Run 1, met1 routing:
Supply wires on this layer in grey.
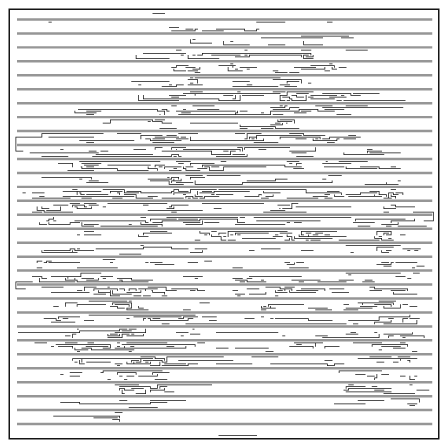
Run 1, the metal 2 layer:
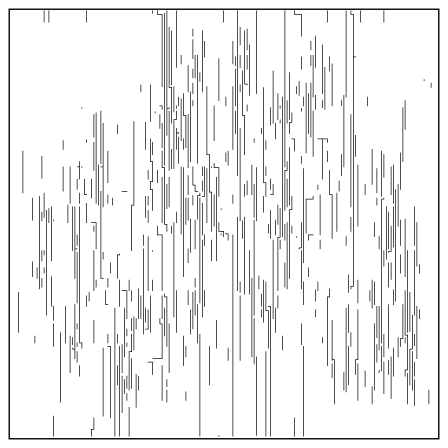
Run 1, metal 3:
Scale bar: 20 µm. Cells faint in the background.
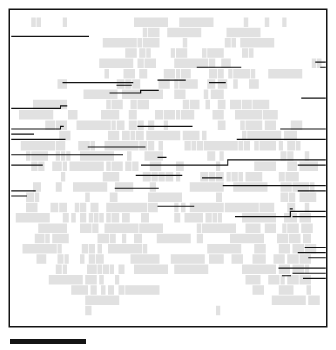
Run 1, gate families picked out:
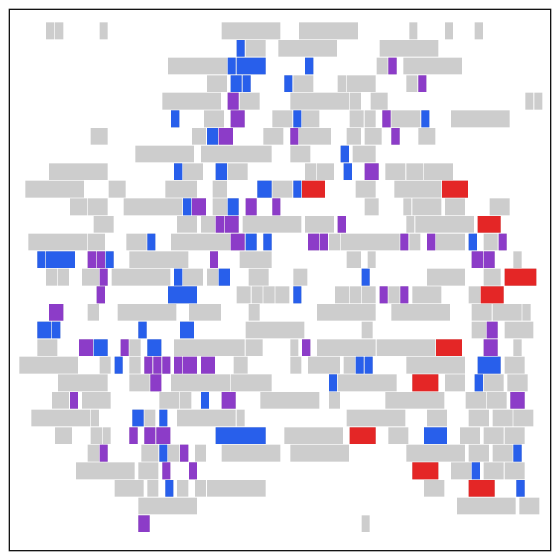
**src/rtl/pattern_counter.sv**
```systemverilog
// Counts occurrences of a PAT_W-bit pattern in a NUM_BYTES string held in memory and writes the counts back.
// Define PATCNT_CROSS_EN to add cross-byte (bitstream) counting, CntStream and the third result write.
module pattern_counter #(
    parameter int unsigned NUM_BYTES = 32,
    parameter int unsigned BYTE_W    = 8,
    parameter int unsigned PAT_W     = 5,
    localparam int unsigned ADDR_W   = $clog2(NUM_BYTES + 4),
    localparam int unsigned CNT_W    = $clog2(NUM_BYTES * BYTE_W + 1)
) (
    input  logic              Clk,
    input  logic              Reset,
    input  logic              Req,
    output logic              Ack,
    output logic              Busy,
    output logic [ADDR_W-1:0] MemAddr,
    input  logic [BYTE_W-1:0] MemRdData,
    output logic              MemWrEn,
    output logic [BYTE_W-1:0] MemWrData,
    output logic [CNT_W-1:0]  CntByte,
    output logic [CNT_W-1:0]  CntOcc,
    output logic [CNT_W-1:0]  CntStream
);

    localparam int unsigned HIT_W = $clog2(BYTE_W + 1);

    typedef enum logic [2:0] {
        IDLE,
        RD_PAT,
        SCAN,
        DRAIN,
        WR_BYTE,
        WR_OCC,
`ifdef PATCNT_CROSS_EN
        WR_STR,
`endif
        DONE
    } state_t;

    state_t             state;
    logic [PAT_W-1:0]   pat_q;
    logic [HIT_W-1:0]   byte_hits_c;
    logic               eval_c;
    logic [CNT_W-1:0]   cnt_byte_nx_c;
    logic [CNT_W-1:0]   cnt_occ_nx_c;

`ifdef PATCNT_CROSS_EN
    logic [PAT_W-2:0]          hist_q;
    logic                      first_q;
    logic [HIT_W-1:0]          str_hits_c;
    logic [BYTE_W+PAT_W-2:0]   stream_win_c;
    logic [CNT_W-1:0]          cnt_str_nx_c;
`endif

    // Clamp a full-width count to what fits in one memory word.
    function automatic logic [BYTE_W-1:0] sat(input logic [CNT_W-1:0] c);
        if ((c >> BYTE_W) != '0) return '1;
        return BYTE_W'(c);
    endfunction

    // MemRdData holds a string byte in every SCAN cycle after the pattern read, and in DRAIN.
    assign eval_c = ((state == SCAN) && (MemAddr != '0)) || (state == DRAIN);

    always_comb begin
        byte_hits_c = '0;
        for (int j = 0; j <= int'(BYTE_W - PAT_W); j++) begin
            if (MemRdData[j +: PAT_W] == pat_q) byte_hits_c = byte_hits_c + HIT_W'(1);
        end
    end

    assign cnt_byte_nx_c = CntByte + CNT_W'(byte_hits_c);
    assign cnt_occ_nx_c  = CntOcc + CNT_W'(byte_hits_c != '0);

`ifdef PATCNT_CROSS_EN
    // Older stream bits sit above the new byte, so each window ending in this byte is a plain slice.
    assign stream_win_c = {hist_q, MemRdData};

    always_comb begin
        str_hits_c = '0;
        for (int i = 0; i < int'(BYTE_W); i++) begin
            if (stream_win_c[i +: PAT_W] == pat_q) str_hits_c = str_hits_c + HIT_W'(1);
        end
    end

    assign cnt_str_nx_c = CntStream + CNT_W'(first_q ? byte_hits_c : str_hits_c);
`else
    assign CntStream = '0;
`endif

    always_ff @(posedge Clk or negedge Reset) begin
        if (!Reset) begin
            state     <= IDLE;
            Ack       <= 1'b0;
            Busy      <= 1'b0;
            MemAddr   <= '0;
            MemWrEn   <= 1'b0;
            MemWrData <= '0;
            CntByte   <= '0;
            CntOcc    <= '0;
            pat_q     <= '0;
`ifdef PATCNT_CROSS_EN
            CntStream <= '0;
            hist_q    <= '0;
            first_q   <= 1'b0;
`endif
        end else begin
            MemWrEn <= 1'b0;
            if (eval_c) begin
                CntByte <= cnt_byte_nx_c;
                CntOcc  <= cnt_occ_nx_c;
`ifdef PATCNT_CROSS_EN
                CntStream <= cnt_str_nx_c;
                hist_q    <= MemRdData[PAT_W-2:0];
                first_q   <= 1'b0;
`endif
            end
            case (state)
                IDLE, DONE: begin
                    if (Req) begin
                        state   <= RD_PAT;
                        Ack     <= 1'b0;
                        Busy    <= 1'b1;
                        MemAddr <= ADDR_W'(NUM_BYTES);
                        CntByte <= '0;
                        CntOcc  <= '0;
`ifdef PATCNT_CROSS_EN
                        CntStream <= '0;
                        hist_q    <= '0;
                        first_q   <= 1'b1;
`endif
                    end
                end
                RD_PAT: begin
                    state   <= SCAN;
                    MemAddr <= '0;
                end
                SCAN: begin
                    if (MemAddr == '0) pat_q <= MemRdData[BYTE_W-1 -: PAT_W];
                    if (MemAddr == ADDR_W'(NUM_BYTES - 1)) state <= DRAIN;
                    else MemAddr <= MemAddr + ADDR_W'(1);
                end
                DRAIN: begin
                    state     <= WR_BYTE;
                    MemWrEn   <= 1'b1;
                    MemAddr   <= ADDR_W'(NUM_BYTES + 1);
                    MemWrData <= sat(cnt_byte_nx_c);
                end
                WR_BYTE: begin
                    state     <= WR_OCC;
                    MemWrEn   <= 1'b1;
                    MemAddr   <= ADDR_W'(NUM_BYTES + 2);
                    MemWrData <= sat(CntOcc);
                end
`ifdef PATCNT_CROSS_EN
                WR_OCC: begin
                    state     <= WR_STR;
                    MemWrEn   <= 1'b1;
                    MemAddr   <= ADDR_W'(NUM_BYTES + 3);
                    MemWrData <= sat(CntStream);
                end
                WR_STR: begin
                    state <= DONE;
                    Ack   <= 1'b1;
                    Busy  <= 1'b0;
                end
`else
                WR_OCC: begin
                    state <= DONE;
                    Ack   <= 1'b1;
                    Busy  <= 1'b0;
                end
`endif
                default: state <= IDLE;
            endcase
        end
    end

endmodule

```
**config.mk**
```make
export PLATFORM = sky130hd
export DESIGN_NAME = pattern_counter
export DESIGN_NICKNAME = d
export VERILOG_FILES = /design/src/rtl/pattern_counter.sv
export SDC_FILE = /design/constraint.sdc
export NUM_CORES = 1
export LEC_CHECK = 0
export CAP_MARGIN = 10
export CORE_UTILIZATION = 44
export DETAILED_ROUTE_END_ITERATION = 16
export DONT_BUFFER_PORTS = 1
export SLEW_MARGIN = 40
export SYNTH_ARGS = -nofsm -noshare
export SYNTH_HDL_FRONTEND = slang
export SYNTH_SLANG_ARGS = --single-unit
export TNS_END_PERCENT = 30
```
**constraint.sdc**
```tcl
create_clock -name Clk -period 6.8 [get_ports Clk]
set_input_delay 0.68 -clock Clk [delete_from_list [all_inputs] [get_ports Clk]]
set_output_delay 0.68 -clock Clk [all_outputs]
set_load 0.01 [all_outputs]
```
==> results_dict.tcl, run 1 <==
# collected from the flow reports
set metrics [dict create \
    syn_to_final_growth_pct 3.90 \
    crit_path_max_incr_delay_ps 510 \
    drv_cap 0 \
    relSlewSlack_pct 53.6 \
    yosysWarnings 0 \
    die_area_um2 6960 \
    p_comb_share_pct 40.0 \
    n_antenna_cell 0 \
    clkPwrFrac_pct 20.4 \
    yosys.area.top_type "dfrtp_1" \
    yosys_area_um2 2920 \
    internal-power_uw 681 \
    synth_area_um2 2920 \
    peakVddDrop_mv 0.191 \
    yosys_cells 322 \
    synthTopCellsByCount "43 x dfrtp_1, 35 x nor2_1, 31 x nand2_1, 23 x xor2_1, 17 x a21oi_1" \
    ys_sh_aoi_pct 14.0 \
    worstPathArrival_ps 3940 \
    path_class "reg2reg" \
    core_um2 6390 \
    crit_family "adder cells" \
    use_met1_pct 26.5 \
    vias 2164 \
    root_buffer "clkbuf_8" \
    worstSetupStartpointType "flop" \
    fmax_mhz 269 \
    synth_xor_xnor_area_share_pct 12.0 \
    p_switching_uw 504 \
    power_density_nw_per_um2 391 \
    post-dp-hpwl_mm 4.54 \
    synth.logic.top_family "simple AND/OR/NAND/NOR gates" \
    ys_async_sr_fraction_pct 100 \
    gp_congestion 0.802 \
    nets 337 \
    top_cell "dfrtp_1" \
    fin_crit_sh_pct 54.6 \
    pwr-share-seq_pct 39.6 \
    first_pass_iters 4 \
    synth-simple-area-share_pct 20.8 \
    final_cells 392 \
    die_w_um 83.5 \
    busiest_layer "met2" \
    cts.reportedPaths.clkPinSlew_ps 90 \
    crit_slowest_cell "mux2i_1" \
    ys_types 51 \
    worstSetupPathDepth 14 \
    place_inst 384 \
    fin_crit_ps 3710 \
    adder_share_pct 5.40 \
    cts_setup_buffers 0 \
    required_ps 7030 \
    warning_count 28 \
    grt_pass1_wl_mm 11.0 \
    nFillCells 636 \
    drv_slew 0 \
    rsz0062_at_grt "false" \
    fin_setup_tns_ps 0 \
    status "finished, final reports clean" \
    routedWlPerCell_um 16.2 \
    ys_sh_mux_pct 3.81 \
    regArea_um2 1080 \
    antenna_found_initial 0 \
    top_area_share_pct 36.9 \
    cts_buffer_depth 2 \
    drc_errors 0 \
    drt_iter0_drc 127 \
    cts_made_buffers 5 \
    grt_max_degree 44 \
    cts.sinks 43 \
    hold_class "in2async" \
    grt-ovfl-total 0 \
    cts_tree "yes" \
    io-pin-count 55 \
    h-tree-depth 2 \
    path_buffers 1 \
    r2r_cells 14 \
    syn_avg_cell_area_um2 9.07 \
    post_cts_resized 0 \
    synth-seq-area-share_pct 36.9 \
    cp_cell_sequence "xor2_1 -> nor2_1 -> nand4_1 -> inv_1 -> ha_1 -> xnor2_2 -> ha_1 -> mux2i_1 -> fa_1 -> nand2b_1 -> a211oi_1 -> mux2i_1 -> o22ai_1 -> a21oi_1" \
    critPathMaxFanout 6 \
    worstMarginPinSlew_ps 694 \
    critPathCaptureType "flop" \
    synth_flops 43 \
    flop_cell "dfrtp_1" \
    grt_pass1_vias 2190 \
    viasPerCell 5.52 \
    syn-instance-count 322 \
    clock_latency_ps 300 \
]
-- 'met1 routing' (at the start) --
share of all routed wire	45%
nets with wire on the layer	315

-- 'the metal 2 layer' (at the start) --
nets with wire on the layer	262
longest straight run	53.0 µm

-- 'metal 3' (at the start) --
nets with wire on the layer	34
main direction	horizontal
longest straight run	29.2 µm
share of all routed wire	7.2%

-- 'gate families picked out' (at the start) --
colour	family	cells
red	mux cells	10
purple	nand cells	54
blue	nor cells	53

==> run 1: cell usage in the layout, fill, tap and decap left out, drive strengths merged, types with 6 or more instances in the layout <==
cell,Yosys,layout
xor2,23,23
nand2,32,32
conb,1,10
a21oi,17,17
nor2,35,35
dfrtp,43,43
and3,8,8
xnor2,16,16
inv,10,10
mux2,6,6
o22ai,6,6
nor3,9,9
nand2b,7,7
nand3,9,9
nand4,6,6
o21ai,16,16
ha,11,11
==> run 1: logic make-up after synthesis <==
| kind of cell | count (synthesis) |
|---|---|
| other | 1 |
| AND/OR/NAND/NOR | 119 |
| multiplexers | 10 |
| AND-OR/OR-AND | 62 |
| XOR/XNOR | 39 |
| buffers and inverters | 36 |
| flip-flops | 43 |
| adder cells (fa/ha/maj) | 12 |
==> run 1: routing by layer <==
metal / part of all wire (%) / vias up
met4: 1.3 / 0
met3: 7.2 / 9
met5: 0 / -
li1: - / 1071
met2: 46 / 54
met1: 45 / 1030
==> run 1: state kept, by name, indices dropped and copies added, names as in the netlist, 3 cells and up <==
register   count
state          3
MemWrData      8
CntOcc         9
CntByte        9
pat_q          5
MemAddr        6
==> run 1: layout make-up <==
cell class / count / area share [%]
clock inverter: 3 / 2.23
tap: 77 / 3.18
sequential: 43 / 35.5
clock buffer: 5 / 2.27
inverter: 10 / 1.24
timing repair buffer: 2 / 0.495
multi-input combinational: 252 / 55.1
==> run 1: worst reg2reg max path: cells and delay by family (launching register included) <==
| family | cells | cell delay (ps) |
|---|---|---|
| flip-flops | 1 | 470 |
| adder cells (fa/ha/maj) | 3 | 1030 |
| AND-OR/OR-AND | 3 | 620 |
| multiplexers | 2 | 620 |
| XOR/XNOR | 2 | 370 |
| AND/OR/NAND/NOR | 3 | 440 |
| buffers and inverters | 1 | 80 |
==> run 1: power by group through the flow <==
stage | clock [µW] | sequential [µW] | combinational, µW
6_report | 242 | 469 | 475
4_1_cts | 247 | 471 | 476
3_3_place_gp | 0 | 473 | 467
2_1_floorplan | 0 | 393 | 479
5_1_grt | 258 | 485 | 539
3_5_place_dp | 0 | 476 | 474
==> run 1: stage by stage <==
| stage | hold slack, ps | area [µm²] | total power [µW] | utilization (%) | worst slack [ps] |
|---|---|---|---|---|---|
| 3_3_place_gp | 385 | 2900 | 940 | 45.4 | 3000 |
| 6_report | 61.1 | 3030 | 1190 | 47.5 | 3090 |
| 3_5_place_dp | 385 | 2900 | 950 | 45.4 | 2920 |
| 2_1_floorplan | 384 | 2950 | 872 | - | 3190 |
| 4_1_cts | 55.6 | 3030 | 1190 | 47.5 | 3080 |
| 5_1_grt | 42.7 | 3030 | 1280 | 47.5 | 2800 |
==> run 1: final timing paths <==
path	slack (ps)	endpoint	from
max	3090	MemWrData[2]	pat_q[0]
min	60	CntByte[2]	Reset
max reg2reg	3090	MemWrData[2]	pat_q[0]
min reg2reg	610	Busy	Busy
max in group asynchronous	6660	MemAddr[5]	Reset
min in group Clk	520	pat_q[4]	MemRdData[7]
--- run 2 (diff from run 1) ---
==> constraint.sdc (replaced) <==
create_clock -name Clk -period 3 [get_ports Clk]
set_input_delay 0.3 -clock Clk [delete_from_list [all_inputs] [get_ports Clk]]
set_output_delay 0.3 -clock Clk [all_outputs]
set_load 0.01 [all_outputs]
Run 2, clock nets:
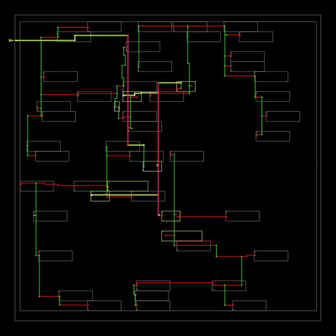
Clk. pwr: 535 µW
Flops: 43
clock sink count: 43
Setup Skew: 6.85 ps
clock latency on the worst-skew pair: 290 ps

==> run 2 against run 1 <==
Clock skew grew 2.5 ps. Routed wire length up 3.4%. The run now ends with negative setup slack left. Area after synthesis is the same. Critical path depth increased by 1. Clock power rose by 120%. Critical endpoint is now MemWrData[7]. Largest cell class unchanged. Combinational power grew to 2.9 times the previous value. Total power increased by 150%. Critical path type unchanged. Highest routed layer unchanged. Register-to-register slack got worse by 3300 ps. Cell area up 13%. Count of clock-buffer cells in the layout is 1 higher. Cell count up 7.4%.
==> results_dict.tcl, run 2 <==
# collected from the flow reports
set metrics [dict create \
    synth_flops 43 \
    yosysWarnings 0 \
    worstSetupStartpointType "flop" \
    fin_crit_sh_pct 107 \
    failed_checks "negative setup slack" \
    grt_max_degree 44 \
    layout_top_cell "dfrtp_1" \
    grt_pass1_wl_mm 11.5 \
    first_pass_iters 4 \
    power_density_nw_per_um2 858 \
    syn_to_final_growth_pct 17.4 \
    drc_errors 0 \
    hold_viol 0 \
    worstPathArrival_ps 3380 \
    post-dp-hpwl_mm 4.66 \
    fmax_mhz 312 \
    cts.reportedPaths.clkPinSlew_ps 80 \
    flop_cell "dfrtp_1" \
    synth_area_um2 2920 \
    postRouteAntennaNets 0 \
    drv_cap 0 \
    comb_area_um2 1830 \
    path_class "reg2reg" \
    syn_avg_cell_area_um2 9.07 \
    cts_made_buffers 5 \
    die_area_um2 6960 \
    die_w_um 83.5 \
    top_cell "dfrtp_1" \
    core_um2 6390 \
    yosys_cells 322 \
    cts_tree "yes" \
    holdWs_ps 152 \
    io-pin-count 55 \
    root_buffer "clkbuf_8" \
    yosys_area_um2 2920 \
    required_ps 3180 \
    hold_class "in2reg" \
    gr-usage-all-layers_pct 20.3 \
    drv_slew 0 \
    h-tree-depth 2 \
    path_buffers 2 \
    nets 366 \
    rsz0062_at_grt "true" \
    routedWlPerCell_um 15.6 \
    enable_flop_cells 0 \
    worstMarginPinSlew_ps 663 \
    crit_family "adder cells" \
    relSlewSlack_pct 55.8 \
    crit_path_max_incr_delay_ps 430 \
    regArea_um2 1080 \
    cts_buffer_depth 2 \
    ys_async_sr_fraction_pct 100 \
    warning_count 31 \
    cp_cell_sequence "xor2_1 -> nor2_1 -> and4_4 -> inv_1 -> ha_2 -> mux2i_2 -> ha_4 -> mux2_2 -> ha_4 -> a211o_1 -> a21oi_2 -> buf_4 -> nor2_1 -> xnor2_1 -> a21oi_1" \
    ys_types 51 \
    top_area_share_pct 36.9 \
    peakVddDrop_mv 0.534 \
    utilization_pct 53.7 \
    grt-ovfl-total 0 \
    final_cell_mix "43 x dfrtp_1, 33 x nor2_1, 31 x nand2_1, 29 x buf_4, 23 x xor2_1" \
    grt_pass1_vias 2299 \
    drive_gt1_share_pct 23.8 \
    setup_viol 13 \
    critPathMaxFanout 4 \
    power.leakage_uw 0.00154 \
    setup_ws_ps -200 \
    synthTopCellsByCount "43 x dfrtp_1, 35 x nor2_1, 31 x nand2_1, 23 x xor2_1, 17 x a21oi_1" \
    nFillCells 590 \
    critPathCaptureType "flop" \
    drt_iter0_drc 106 \
    die_y_um 83.5 \
    antenna_found_initial 0 \
    n_antenna_cell 0 \
    status "finished, violations left" \
    yosys.area.top_type "dfrtp_1" \
    gp_congestion 0.782 \
    synth-seq-area-share_pct 36.9 \
    viasPerCell 5.37 \
    wirelength_mm 6.59 \
    top_regs "CntByte x9, CntOcc x9, MemWrData x8" \
    crit_slowest_cell "dfrtp_1" \
    syn-instance-count 322 \
    fin_crit_ps 3200 \
    rows 29 \
]
Run 2, met1 routing:
Supply wires on this layer in grey.
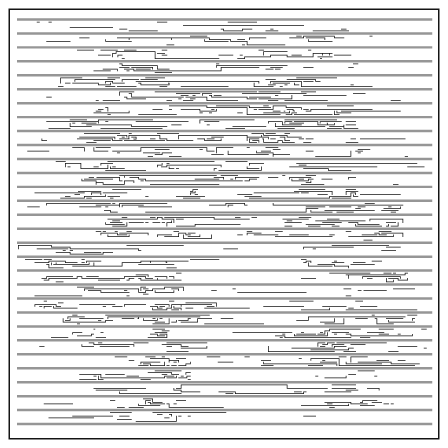
Vias: 2259
met1 usage: 28.7%

[run 2: cell types whose count changed in the layout (fill, tap and decap cells not counted), moves of 2 or more]
cell and delta:
ha_1 -8, nor2_1 -2, xnor2_2 +2, ha_2 +4
buf_4 +27, ha_4 +4, inv_2 +2, a21oi_1 -3
inv_1 -2, a21oi_2 +3, xnor2_1 -3
[run 2: worst paths after layout]
check	startpoint	endpoint	slack, ps	cells after the start
min	MemRdData[7]	pat_q[4]	150	1
max in group asynchronous	Reset	state[1]	2290	2
min in group asynchronous	Reset	MemAddr[5]	500	2
max	pat_q[2]	MemWrData[7]	-200	15
min reg2reg	MemWrData[5]	MemWrData[5]	590	2
max reg2reg	pat_q[2]	MemWrData[7]	-200	15
[run 2: metal layers]
metal	GRT usage (%)	routed length, µm
met2	32.0	3040
met1	28.7	3090
met4	4.62	74
met5	0	0
met3	4.55	381
[run 2: final cells by class]
type | instances | share of cell area, %
tap | 77 | 2.81
multi-input combinational | 252 | 53.4
inverter | 10 | 1.09
sequential | 43 | 31.4
timing repair buffer | 31 | 7.45
clock buffer | 6 | 2.12
clock inverter | 2 | 1.75
[run 2: stage by stage]
step / total power, µW / area, µm² / worst slack [ps] / setup TNS, ps / instances
final: 2940 / 3430 / -200 / -1570 / 421
after global routing: 3190 / 3430 / -382 / -5280 / 421
after CTS: 2950 / 3370 / -167 / -1350 / 419
after detailed placement: 2310 / 3130 / -300 / -2850 / 404
after global placement: 2290 / 3130 / -211 / -1790 / 404
after floorplan: 2040 / 3050 / -63.1 / -423 / 331
[run 2: logic make-up (layout without fill, tap and decap cells)]
| family | Yosys count | after routing | share of synthesized area [%] |
|---|---|---|---|
| simple gates | 119 | 119 | 20.8 |
| compound gates | 62 | 62 | 14.0 |
| mux | 10 | 10 | 3.81 |
| xor+xnor | 39 | 39 | 12.0 |
| other cells | 1 | 10 | 0.128 |
| buf+inv | 36 | 49 | 7.03 |
| fa+ha+maj | 12 | 12 | 5.40 |
| flops | 43 | 43 | 36.9 |
[run 2: power breakdown]
part	total [µW]	switching (µW)	internal [µW]
registers	1040	298	743
logic	1360	711	652
clock network	535	202	333
[run 2: what timing repair did]
| action | 4_1_cts | 5_1_grt |
|---|---|---|
| hold buffers | 2 | 0 |
| cloned | 0 | 0 |
| pin swaps | 1 | 5 |
| hold endpoints to repair | 43 | 0 |
| setup buffers | 5 | 2 |
| resized | 10 | 7 |
| endpoints found under the setup margin | 20 | 23 |
Power and IR drop assume default switching activity.
